File: src/rtl/ex_mem_stage_rv32i.sv
// ex_mem_stage_rv32i
// Execute-to-memory pipeline register of the RV32I core, placed directly after
// the ALU adder. A two-entry skid buffer lets ex_ready come straight from a flop.
// The forwarding port (fwd_*) returns the head entry's result to the adder's
// operand muxes.
//
// Ports:
//   clk, rst_n         clock, asynchronous active-low reset
//   ex_valid/ex_ready  upstream handshake (ex_ready is registered)
//   ex_*               upstream payload: result, store data, rd, control, funct3
//   flush              drops every held entry and the entry offered this cycle
//   mem_valid/ready    downstream handshake; mem_* carry the head entry
//   fwd_valid/rd/data  forwarding candidate taken from the head entry
//   stall_cnt          present only when EXMEM_STALL_CNT_EN is defined; a
//                      saturating count of cycles with mem_valid & !mem_ready
//
// Optional feature macro: EXMEM_STALL_CNT_EN
module ex_mem_stage_rv32i #(
  parameter int XLEN   = 32,
  parameter int REG_AW = 5
) (
  input  logic              clk,
  input  logic              rst_n,
  input  logic              ex_valid,
  output logic              ex_ready,
  input  logic [XLEN-1:0]   ex_alu_out,
  input  logic [XLEN-1:0]   ex_rs2_data,
  input  logic [REG_AW-1:0] ex_rd,
  input  logic              ex_reg_write,
  input  logic              ex_mem_read,
  input  logic              ex_mem_write,
  input  logic [2:0]        ex_funct3,
  input  logic              flush,
  output logic              mem_valid,
  input  logic              mem_ready,
  output logic [XLEN-1:0]   mem_alu_out,
  output logic [XLEN-1:0]   mem_rs2_data,
  output logic [REG_AW-1:0] mem_rd,
  output logic              mem_reg_write,
  output logic              mem_mem_read,
  output logic              mem_mem_write,
  output logic [2:0]        mem_funct3,
  output logic              fwd_valid,
  output logic [REG_AW-1:0] fwd_rd,
  output logic [XLEN-1:0]   fwd_data
`ifdef EXMEM_STALL_CNT_EN
  ,
  output logic [31:0]       stall_cnt
`endif
);

  typedef enum logic [1:0] {
    ST_EMPTY = 2'd0,
    ST_ONE   = 2'd1,
    ST_TWO   = 2'd2
  } state_e;

  typedef struct packed {
    logic [XLEN-1:0]   alu;
    logic [XLEN-1:0]   rs2;
    logic [REG_AW-1:0] rd;
    logic              reg_write;
    logic              mem_read;
    logic              mem_write;
    logic [2:0]        funct3;
  } entry_t;

  state_e state_q, state_d;
  entry_t h_q, h_d;   // head entry, drives mem_*
  entry_t s_q, s_d;   // skid entry, holds the single overflow entry
  entry_t in_s;
  logic   ex_ready_q, ex_ready_d;
  logic   mem_valid_q, mem_valid_d;
  logic   accept_s, drain_s;

  assign in_s     = '{alu: ex_alu_out, rs2: ex_rs2_data, rd: ex_rd,
                      reg_write: ex_reg_write, mem_read: ex_mem_read,
                      mem_write: ex_mem_write, funct3: ex_funct3};
  assign accept_s = ex_valid & ex_ready_q;
  assign drain_s  = mem_valid_q & mem_ready;

  // Next occupancy state and payload moves. A flush only empties the buffer;
  // the data registers keep their old contents because the valids guard them.
  always_comb begin
    state_d = state_q;
    h_d     = h_q;
    s_d     = s_q;
    if (flush) begin
      state_d = ST_EMPTY;
    end else begin
      case (state_q)
        ST_EMPTY: begin
          if (accept_s) begin
            state_d = ST_ONE;
            h_d     = in_s;
          end else begin
            state_d = ST_EMPTY;
          end
        end
        ST_ONE: begin
          if (accept_s && !drain_s) begin
            state_d = ST_TWO;
            s_d     = in_s;
          end else if (accept_s && drain_s) begin
            state_d = ST_ONE;
            h_d     = in_s;
          end else if (drain_s) begin
            state_d = ST_EMPTY;
          end else begin
            state_d = ST_ONE;
          end
        end
        ST_TWO: begin
          // ex_ready is low here, so only the drain side can move.
          if (drain_s) begin
            state_d = ST_ONE;
            h_d     = s_q;
          end else begin
            state_d = ST_TWO;
          end
        end
        default: begin
          state_d = ST_EMPTY;
        end
      endcase
    end
    ex_ready_d  = (state_d != ST_TWO);
    mem_valid_d = (state_d != ST_EMPTY);
  end

  // Occupancy state, payload registers and the registered handshake outputs.
  always_ff @(posedge clk or negedge rst_n) begin
    if (!rst_n) begin
      state_q     <= ST_EMPTY;
      h_q         <= '0;
      s_q         <= '0;
      ex_ready_q  <= 1'b1;
      mem_valid_q <= 1'b0;
    end else begin
      state_q     <= state_d;
      h_q         <= h_d;
      s_q         <= s_d;
      ex_ready_q  <= ex_ready_d;
      mem_valid_q <= mem_valid_d;
    end
  end

  assign ex_ready      = ex_ready_q;
  assign mem_valid     = mem_valid_q;
  assign mem_alu_out   = h_q.alu;
  assign mem_rs2_data  = h_q.rs2;
  assign mem_rd        = h_q.rd;
  assign mem_reg_write = h_q.reg_write;
  assign mem_mem_read  = h_q.mem_read;
  assign mem_mem_write = h_q.mem_write;
  assign mem_funct3    = h_q.funct3;

  // Loads have no data yet at this point and x0 is hardwired, so neither forwards.
  assign fwd_valid = mem_valid_q & h_q.reg_write & ~h_q.mem_read &
                     (h_q.rd != {REG_AW{1'b0}});
  assign fwd_rd    = h_q.rd;
  assign fwd_data  = h_q.alu;

`ifdef EXMEM_STALL_CNT_EN
  logic [31:0] stall_cnt_q;

  // Saturating count of cycles the memory stage back-pressures a valid head.
  always_ff @(posedge clk or negedge rst_n) begin
    if (!rst_n) begin
      stall_cnt_q <= 32'd0;
    end else if (mem_valid_q && !mem_ready && (stall_cnt_q != 32'hFFFF_FFFF)) begin
      stall_cnt_q <= stall_cnt_q + 32'd1;
    end else begin
      stall_cnt_q <= stall_cnt_q;
    end
  end

  assign stall_cnt = stall_cnt_q;
`endif

endmodule
File: config.mk
export PLATFORM = sky130hd
export DESIGN_NAME = ex_mem_stage_rv32i
export DESIGN_NICKNAME = d
export VERILOG_FILES = /design/src/rtl/ex_mem_stage_rv32i.sv
export SDC_FILE = /design/constraint.sdc
export NUM_CORES = 1
export LEC_CHECK = 0
export CORE_MARGIN = 5
export CORE_UTILIZATION = 40
export DETAILED_ROUTE_END_ITERATION = 10
export GPL_ROUTABILITY_DRIVEN = 0
export GPL_TIMING_DRIVEN = 0
export PLACE_DENSITY = 0.8
export SLEW_MARGIN = 25
export SYNTH_ARGS = -nofsm -noshare
export SYNTH_HDL_FRONTEND = slang
export SYNTH_SLANG_ARGS = --single-unit
File: constraint.sdc
create_clock -name clk -period 4.3 [get_ports clk]
set_clock_uncertainty 0.2 [all_clocks]
set_input_delay 1.29 -clock clk [delete_from_list [all_inputs] [get_ports clk]]
set_output_delay 1.29 -clock clk [all_outputs]
set_load 0.05 [all_outputs]
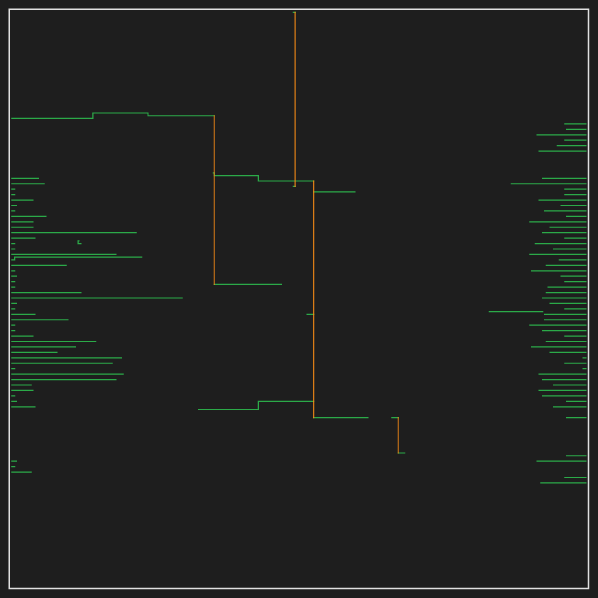
run_1/layers.png
Scale: 4 px per um. Two of the layers only.
green -> M3  # wire length 1070 um
orange -> M4  # wire length 154 um

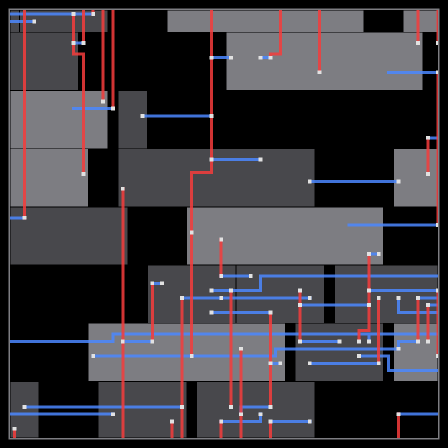
run_1/closeup.png
Region (98, 98) to (118, 118) um. Cells in gray, sequential cells in the stronger gray; small squares are vias.
red -> M2
blue -> M1
cells with their middle in the window = 12
sequential cells in the window = 3
netlist names of flops here include = s_q (3)
most frequent = mux2_2 (3), dfrtp_1 (3), mux2_4 (2)

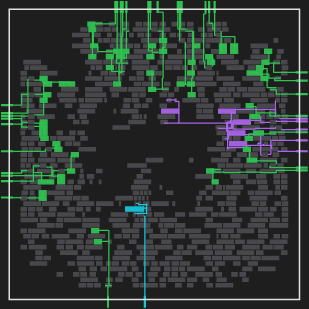
run_1/port_trees.png
Scale: 2 px per um.
cyan -> ex_ready  # direction output, edge bottom, end cells 1, buffers 1, wire 60.4 um
purple -> fwd_rd  # direction output, edge right, end cells 5, buffers 5, wire 293 um
green -> ex_alu_out  # direction input, edge 14 top, 10 left, 7 right, 1 bottom, end cells 64, buffers 32, wire 1110 um

run 1: flip-flops by register name, indices dropped and copies added (netlist names):
signal and cells:
fwd_rd 5, s_q 75, mem_rs2_data 32, mem_valid 1, mem_funct3 3, mem_reg_write 1, ex_ready 1, mem_mem_write 1
mem_mem_read 1, state_q 2, fwd_data 32
run 1: metrics by stage:
step	power (mW)	worst slack (ns)	util [%]	std cells
after global placement	5.99	-4.24	52.8	885
after global routing	7.96	0.346	56.4	918
after floorplan	4.90	0.846	-	462
final	7.62	0.453	56.4	918
after detailed placement	6.13	0.864	53.0	886
after CTS	7.71	0.442	56.4	918
run 1: routing by layer:
metal | track usage [%] | part of all wire [%] | vias to the layer above
met4 | 3.53 | 0.93 | 0
met3 | 5.09 | 6.5 | 11
li1 | - | - | 2040
met5 | 0 | 0 | -
met1 | 18.9 | 39 | 2252
met2 | 29.4 | 53 | 115
run 1: where the power goes:
| group | internal [mW] | switching, mW | leakage [nW] |
|---|---|---|---|
| sequential | 2.08 | 0.388 | 1.84 |
| combinational | 1.55 | 2.04 | 2.23 |
| clock | 0.970 | 0.583 | 0.298 |
| total | 4.61 | 3.01 | 4.36 |
run 1: kinds of logic (layout without fill, tap and decap cells):
logic type	count (synthesis)	after routing	synth area share, %
mux	225	225	37.9
buf+inv	64	291	6.72
compound gates	9	9	1.25
simple gates	10	10	0.762
flops	154	154	53.3
run 1: area by class of cell:
type | count | area, sq um | share of cell area [%]
Buffer | 62 | 478 | 4.73
Clock buffer | 20 | 437 | 4.32
Clock inverter | 12 | 174 | 1.72
Inverter | 2 | 7.51 | 0.0743
Multi-Input combinational cell | 244 | 2890 | 28.6
Sequential cell | 154 | 3850 | 38.2
Tap cell | 229 | 287 | 2.84
Timing Repair Buffer | 195 | 1970 | 19.6
==> qor.txt, run 1 <==
Leak Pwr = 4.36 nW
Final Max Tran Viols = 0
Proportion of layout cells with a drive suffix above 1 = 45.7%
Worst Setup EP = fwd_valid
Area leader, netlist = dfrtp_1
Final ANT Viol Nets = 0
Final-layout fill cell count = 1444
Setup slack, reg-to-reg = 2.15 ns
CTS Buf Count = 17
Yosys warnings = 0
Pin count of the biggest net entering global routing = 82
Stages on worst setup path = 4
Post-synth EDFFs = 0
Final Critical Period = 3.85 ns
Width of the chip = 144 um
Max Cap Violations = 0
Post-synthesis sequential area ratio = 53.3%
Final hold viol count = 0
# DRC = 0
Synthesis area per yosys = 7230 sq um
Critical Path Start Type = flip-flop
ANT cells = 0
Vias in the first global route = 5114
Cell Area, Synth = 7230 sq um
Count leader, synth = mux2_2
IO Port Bufs = 194
Area growth syn-to-layout = 39.7%
Top-area cell share = 53.0%
Setup CP Type = flip-flop to output port
Unique masters post-synth = 25
Worst path bufs/invs = 1
Fin Setup TNS = 0 ns
Critical Path Sink Type = output port
Relative slew slack = 58.0%
Setup violators final = 0
HP Class = flip-flop to flip-flop
Worst EP required = 2.81 ns
Post-Syn Nets = 542
CP top delay family = simple AND/OR/NAND/NOR gates
Slew of the pin with the lowest slew margin = 0.631 ns
RSZ-0062 raised after global routing = no
Placed wire-length estimate = 12400 um
Fin crit share = 89.5%
H-Tree Depth = 4
Syn_area_per_cell = 15.6 sq um
Slowest library cell on the worst path = clkdlybuf4s50_1
Registers, synthesis = 154
Drt wl/cell = 18.0 um
Vias/cell = 4.81
Final instance area = 10100 sq um
Tool Warnings = 26
Reg2reg end = fwd_data[16]
Init Core Util = 40.4%
Top cells by area = dfrtp_1, mux2_2, mux2_4, buf_4, buf_6
Hold path depth = 1
Post-CTS Setup Inserts = 0
Top cell excl fill/tap = clkdlybuf4s50_1
# resized after CTS = 0
Grt total ovfl = 0
Clk ins delay skew pair = 0.41 ns
Placement-stage cell area = 9490 sq um
GRT Overall Usage = 16.2%
Crit path cell chain = or4_1, nor2_1, nor3_1, clkdlybuf4s50_1
Nets = 756
WP data arrival = 2.36 ns
Status = complete, no violations
Hold path start = s_q[0]
Post-synthesis async set-or-reset flop share = 100%
Hold Slack = 0.301 ns
Initial drt markers = 79
Worst setup path start = fwd_rd[0]
R2R Path Start = state_q[1]
Top cells by count = mux2_2, dfrtp_1, mux2_4
WHS Endpoint = s_q[0]
Post-synthesis cell count = 462
Vias = 4418
DIE HEIGHT = 144 um
Ys cells = 462
# clock sinks = 154
Chip area = 20900 sq um
run_1/clock_nets.png
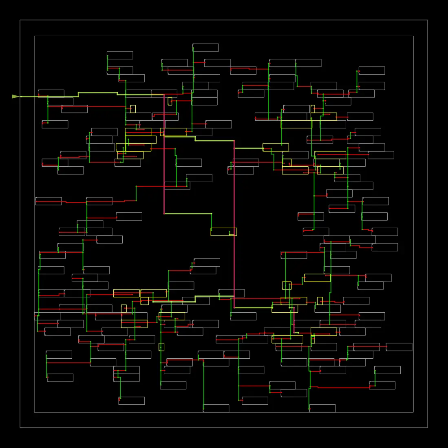

## Run 2: what changed since run 1
--- a/config.mk
+++ b/config.mk
@@ -5,7 +5,7 @@
 export SDC_FILE = /design/constraint.sdc
 export NUM_CORES = 1
 export LEC_CHECK = 0
-export CORE_MARGIN = 5
+export CORE_MARGIN = 10
 export CORE_UTILIZATION = 40
 export DETAILED_ROUTE_END_ITERATION = 10
 export GPL_ROUTABILITY_DRIVEN = 0
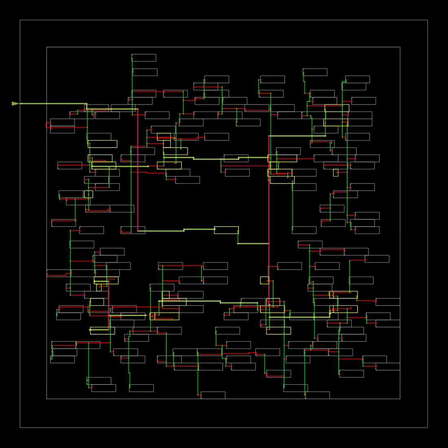
run_2/clock_nets.png
clk ins delay skew pair: 0.41 ns
clock buf count: 22

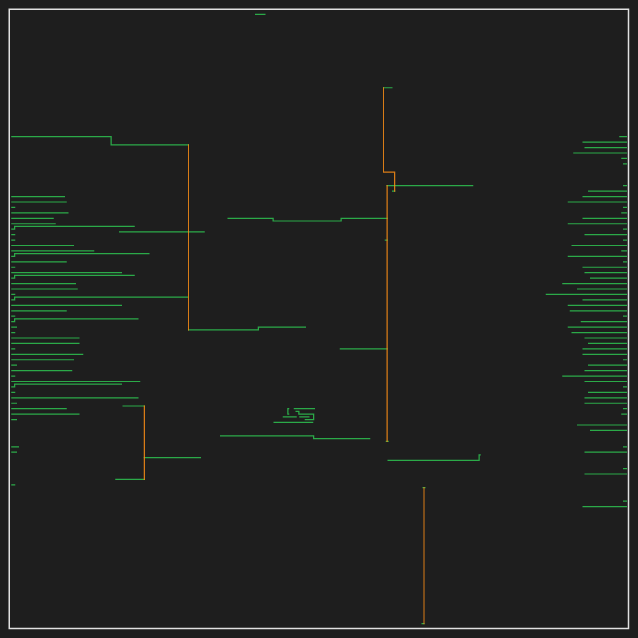
run_2/layers.png
Scale: 4 px per um. Two of the layers only.
drt wl/cell: 18.7 um
Vias: 4434
drt total wl: 17200 um

==> qor.txt, run 2 <==
RSZ-0062 raised after global routing = no (unchanged)
Reg2reg end = fwd_data[22] (was fwd_data[16])
# resized after CTS = 0 (unchanged)
Comb/total area = 28.6% (about the same)
H-Tree Depth = 4 (unchanged)
Proportion of layout cells with a drive suffix above 1 = 45.9% (was 45.7%)
Setup slack, reg-to-reg = 2.14 ns (was 2.15 ns)
Width of the chip = 154 um (was 144 um)
Top cells by count = mux2_2, dfrtp_1, mux2_4 (unchanged)
R2R Path Start = state_q[1] (unchanged)
Post-synthesis sequential area ratio = 53.3% (unchanged)
Hold Slack = 0.301 ns (about the same)
Post-synth EDFFs = 0 (unchanged)
Register area = 3850 sq um (unchanged)
Dpl ws = 0.882 ns (was 0.864 ns)
Post-synthesis async set-or-reset flop share = 100% (unchanged)
Clock network area share = 5.86% (was 6.05%)
Post-Syn Nets = 542 (unchanged)
Registers, synthesis = 154 (unchanged)
DIE HEIGHT = 154 um (was 144 um)
# clock sinks = 154 (unchanged)
Critical Path Start Type = flip-flop (unchanged)
Grt total ovfl = 0 (unchanged)
Status = complete, no violations (unchanged)
Fraction of area in registers = 38.2% (about the same)
Worst EP required = 2.81 ns (about the same)
Number of logic gates = 244 (unchanged)
Hold path start = s_q[69] (was s_q[0])
Logic area = 2890 sq um (unchanged)
Top cells by area = dfrtp_1, mux2_2, mux2_4, buf_4, buf_6 (unchanged)
Max Cap Violations = 0 (unchanged)
Post-CTS Setup Inserts = 0 (unchanged)
Number of flip-flops under the largest register name = 75 (unchanged)
Pin count of the biggest net entering global routing = 89 (was 82)
Count leader, synth = mux2_2 (unchanged)
Tool Warnings = 26 (unchanged)
Initial drt markers = 109 (was 79)
Largest cell class = flip-flops and latches (unchanged)
Cell Area, Synth = 7230 sq um (unchanged)
GRT Overall Usage = 14.5% (was 16.2%)
Tapcells = 229 (unchanged)
Vias/cell = 4.83 (was 4.81)
Top cell excl fill/tap = clkdlybuf4s50_1 (unchanged)
Buffering overhead = 24.3% (about the same)
Yosys warnings = 0 (unchanged)
Non-clock inverters = 2 (unchanged)
Post-route total power = 7.57 mW (was 7.62 mW)
Fin Setup TNS = 0 ns (unchanged)
WP data arrival = 2.35 ns (was 2.36 ns)
Final Max Tran Viols = 0 (unchanged)
Fin crit share = 89.3% (was 89.5%)
Worst setup margin = 0.462 ns (was 0.453 ns)
Buffers excl. clock = 257 (unchanged)
Final Critical Period = 3.84 ns (was 3.85 ns)
WHS Endpoint = s_q[69] (was s_q[0])
## run 2: worst max path at each step
stage                    from            to  slack, ns  cells after the start
floorplan           fwd_rd[0]     fwd_valid       0.85                      3
global placement        rst_n   fwd_data[5]      -4.27                      1
detailed placement  mem_ready  fwd_data[22]       0.88                      6
CTS                 fwd_rd[0]     fwd_valid       0.42                      4
global route        fwd_rd[0]     fwd_valid       0.38                      4
finish              fwd_rd[3]     fwd_valid       0.46                      4
## run 2: metrics by stage
| stage | cells | utilization, % |
|---|---|---|
| after floorplan | 462 | - |
| after global placement | 885 | 53.0 |
| after detailed placement | 886 | 53.2 |
| after CTS | 918 | 56.5 |
| after global routing | 918 | 56.5 |
| final | 918 | 56.5 |
## run 2: logic make-up (layout without fill, tap and decap cells)
logic type | after synthesis | count (layout) | share of synthesized area [%]
multiplexers | 225 | 225 | 37.9
flip-flops | 154 | 154 | 53.3
buffers and inverters | 64 | 291 | 6.72
AND/OR/NAND/NOR | 10 | 10 | 0.762
AND-OR/OR-AND | 9 | 9 | 1.25
## run 2: report_power, final
part,switching (mW),leakage (nW),internal [mW],total [mW]
Clock,0.590,0.286,0.902,1.49
Sequential,0.385,1.84,2.08,2.47
Combinational,2.06,2.23,1.55,3.61
Total,3.03,4.35,4.54,7.57
## run 2: per-layer routing
metal | global-route usage [%] | up-vias | share of wire (%)
met5 | 0 | - | 0
met4 | 3.82 | 0 | 1.1
met3 | 6.49 | 14 | 8.0
met2 | 25.2 | 137 | 51
met1 | 15.8 | 2248 | 40
li1 | - | 2035 | -
## run 2: critical path: stages (launching register included)
cell             delay [ns]
dfrtp_1                0.42
or4_1                  0.51
nor2_1                 0.19
nor3_1                 0.08
clkdlybuf4s50_1        0.73
run_2/m2.png
Scale: 2 px per um.
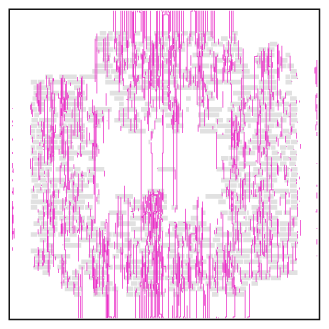

## Run 3: what changed since run 2
--- a/config.mk
+++ b/config.mk
@@ -5,12 +5,14 @@
 export SDC_FILE = /design/constraint.sdc
 export NUM_CORES = 1
 export LEC_CHECK = 0
+export CAP_MARGIN = 15
 export CORE_MARGIN = 10
 export CORE_UTILIZATION = 40
 export DETAILED_ROUTE_END_ITERATION = 10
 export GPL_ROUTABILITY_DRIVEN = 0
 export GPL_TIMING_DRIVEN = 0
-export PLACE_DENSITY = 0.8
+export PLACE_DENSITY = 0.73
+export SETUP_SLACK_MARGIN = 0.1
 export SLEW_MARGIN = 25
 export SYNTH_ARGS = -nofsm -noshare
 export SYNTH_HDL_FRONTEND = slang
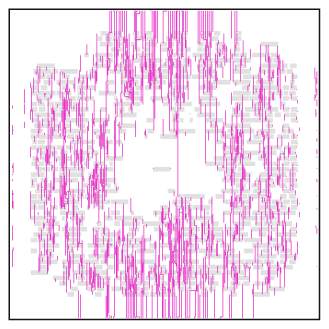
run_3/m2.png
Scale: 2 px per um.
main direction = vertical
wire length on this layer = 8470 um
M2 GR Usage: 24.3%
drt total wl: 17100 um

==> qor.txt, run 3 <==
Top cell excl fill/tap = clkdlybuf4s50_1 (unchanged)
Area growth syn-to-layout = 39.5% (unchanged)
Crit path cell chain = or4_1, nor2_1, nor3_1, clkdlybuf4s50_1 (unchanged)
Max Cap Violations = 0 (unchanged)
Initial drt markers = 153 (was 109)
Synthesis area per yosys = 7230 sq um (unchanged)
WP data arrival = 2.41 ns (was 2.35 ns)
Sw Ratio = 39.9% (was 40.0%)
Unique masters post-synth = 25 (unchanged)
Relative slew slack = 60.4% (was 55.3%)
Util after Layout = 56.5% (unchanged)
H-Tree Depth = 4 (unchanged)
Post-route total power = 7.56 mW (was 7.57 mW)
ANT cells = 0 (unchanged)
Vias/cell = 4.81 (was 4.83)
Proportion of layout cells with a drive suffix above 1 = 45.7% (was 45.9%)
Fin Setup TNS = 0 ns (unchanged)
Registers, synthesis = 154 (unchanged)
Logic pwr share = 47.7% (about the same)
Cell Area, Synth = 7230 sq um (unchanged)
Final Max Tran Viols = 0 (unchanged)
Post-synthesis async set-or-reset flop share = 100% (unchanged)
Tool Warnings = 26 (unchanged)
Reg2reg end = s_q[69] (was fwd_data[22])
Hold Slack = 0.301 ns (about the same)
Reg power frac = 32.6% (about the same)
DIE HEIGHT = 154 um (unchanged)
Final instance area = 10100 sq um (unchanged)
CTS Buf Count = 17 (unchanged)
Worst setup path start = fwd_rd[0] (was fwd_rd[3])
Post-Syn Nets = 542 (unchanged)
R2R Path Start = state_q[1] (unchanged)
Final hold viol count = 0 (unchanged)
Post-CTS Setup Inserts = 0 (unchanged)
Non-Filler Instances = 918 (unchanged)
Ys cells = 462 (unchanged)
Chip area = 23800 sq um (unchanged)
Worst setup margin = 0.402 ns (was 0.462 ns)
GRT Overall Usage = 14.5% (about the same)
Drt wl/cell = 18.6 um (was 18.7 um)
Top cells by count = mux2_2, dfrtp_1, mux2_4 (unchanged)
# DRC = 0 (unchanged)
Vias = 4419 (was 4434)
Clock power share = 19.7% (about the same)
Final Critical Period = 3.90 ns (was 3.84 ns)
Worst EP required = 2.81 ns (about the same)
Fin crit share = 90.6% (was 89.3%)
Register bank with the most flops = s_q (unchanged)
Clk ins delay skew pair = 0.41 ns (about the same)
Setup violators final = 0 (unchanged)
Final ANT Viol Nets = 0 (unchanged)
CP max stage delay = 0.74 ns (was 0.73 ns)
# clock sinks = 154 (unchanged)
Nets = 756 (unchanged)
Slowest library cell on the worst path = clkdlybuf4s50_1 (unchanged)
Grt total ovfl = 0 (unchanged)
Area leader, netlist = dfrtp_1 (unchanged)
Width of the chip = 154 um (unchanged)
RSZ-0062 raised after global routing = no (unchanged)
Placed wire-length estimate = 12700 um (was 12800 um)
Internal = 4.54 mW (about the same)
Number of flip-flops under the largest register name = 75 (unchanged)
Placement-stage cell area = 9490 sq um (unchanged)
# resized after CTS = 0 (unchanged)
Post-synthesis cell count = 462 (unchanged)
Status = complete, no violations (unchanged)
Post-synth EDFFs = 0 (unchanged)
Dpl ws = 0.844 ns (was 0.882 ns)
NetSw = 3.01 mW (was 3.03 mW)
Post-synthesis sequential area ratio = 53.3% (unchanged)
Slew of the pin with the lowest slew margin = 0.593 ns (was 0.671 ns)
Init Core Util = 40.5% (unchanged)
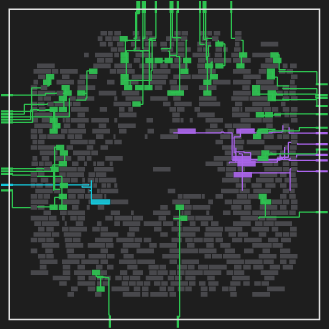
run_3/port_trees.png
Scale: 2 px per um.
IO Port Bufs: 194
Ports: 195

==> run 3: worst min-delay path by stage <==
stage | start | to | slack [ns] | cells past startpoint
finish | s_q[40] | s_q[40] | 0.30 | 1
floorplan | s_q[30] | s_q[30] | 0.27 | 1
detailed placement | s_q[34] | s_q[34] | 0.29 | 1
global route | s_q[61] | s_q[61] | 0.32 | 1
global placement | s_q[40] | s_q[40] | 0.28 | 1
CTS | s_q[47] | s_q[47] | 0.31 | 1
==> run 3: worst max-delay path: cells and delay by family, from the launching register on <==
kind	cells	cell delay (ns)
buffers and inverters	1	0.74
DFF	1	0.41
and+or+nand+nor	3	0.85
==> run 3: layer usage <==
| layer | GRT usage [%] | part of all wire, % | vias to the layer above |
|---|---|---|---|
| li1 | - | - | 2034 |
| met2 | 24.3 | 50 | 130 |
| met5 | 0 | 0 | - |
| met1 | 16.3 | 40 | 2240 |
| met4 | 4.27 | 1.3 | 0 |
| met3 | 6.49 | 8.7 | 15 |
==> run 3: cell families after synthesis <==
logic type	count (synthesis)	synth area share [%]
mux	225	37.9
flops	154	53.3
buf+inv	64	6.72
simple gates	10	0.762
compound gates	9	1.25
==> run 3: area by class of cell <==
class | count | area, sq um
Buffer | 62 | 478
Multi-Input combinational cell | 244 | 2890
Timing Repair Buffer | 195 | 1970
Tap cell | 229 | 287
Clock buffer | 23 | 478
Clock inverter | 9 | 113
Fill cell | 1451 | 7760
Inverter | 2 | 7.51
Sequential cell | 154 | 3850
==> run 3: power groups by stage <==
stage                     clock, mW  combinational, mW  sequential, mW
after floorplan                   0               1.53            3.36
after detailed placement          0               3.64            2.49
final                          1.49               3.60            2.46
after global routing           1.60               3.78            2.54
after global placement            0               3.59            2.44
after CTS                      1.53               3.65            2.47
Power and IR drop assume default switching activity.
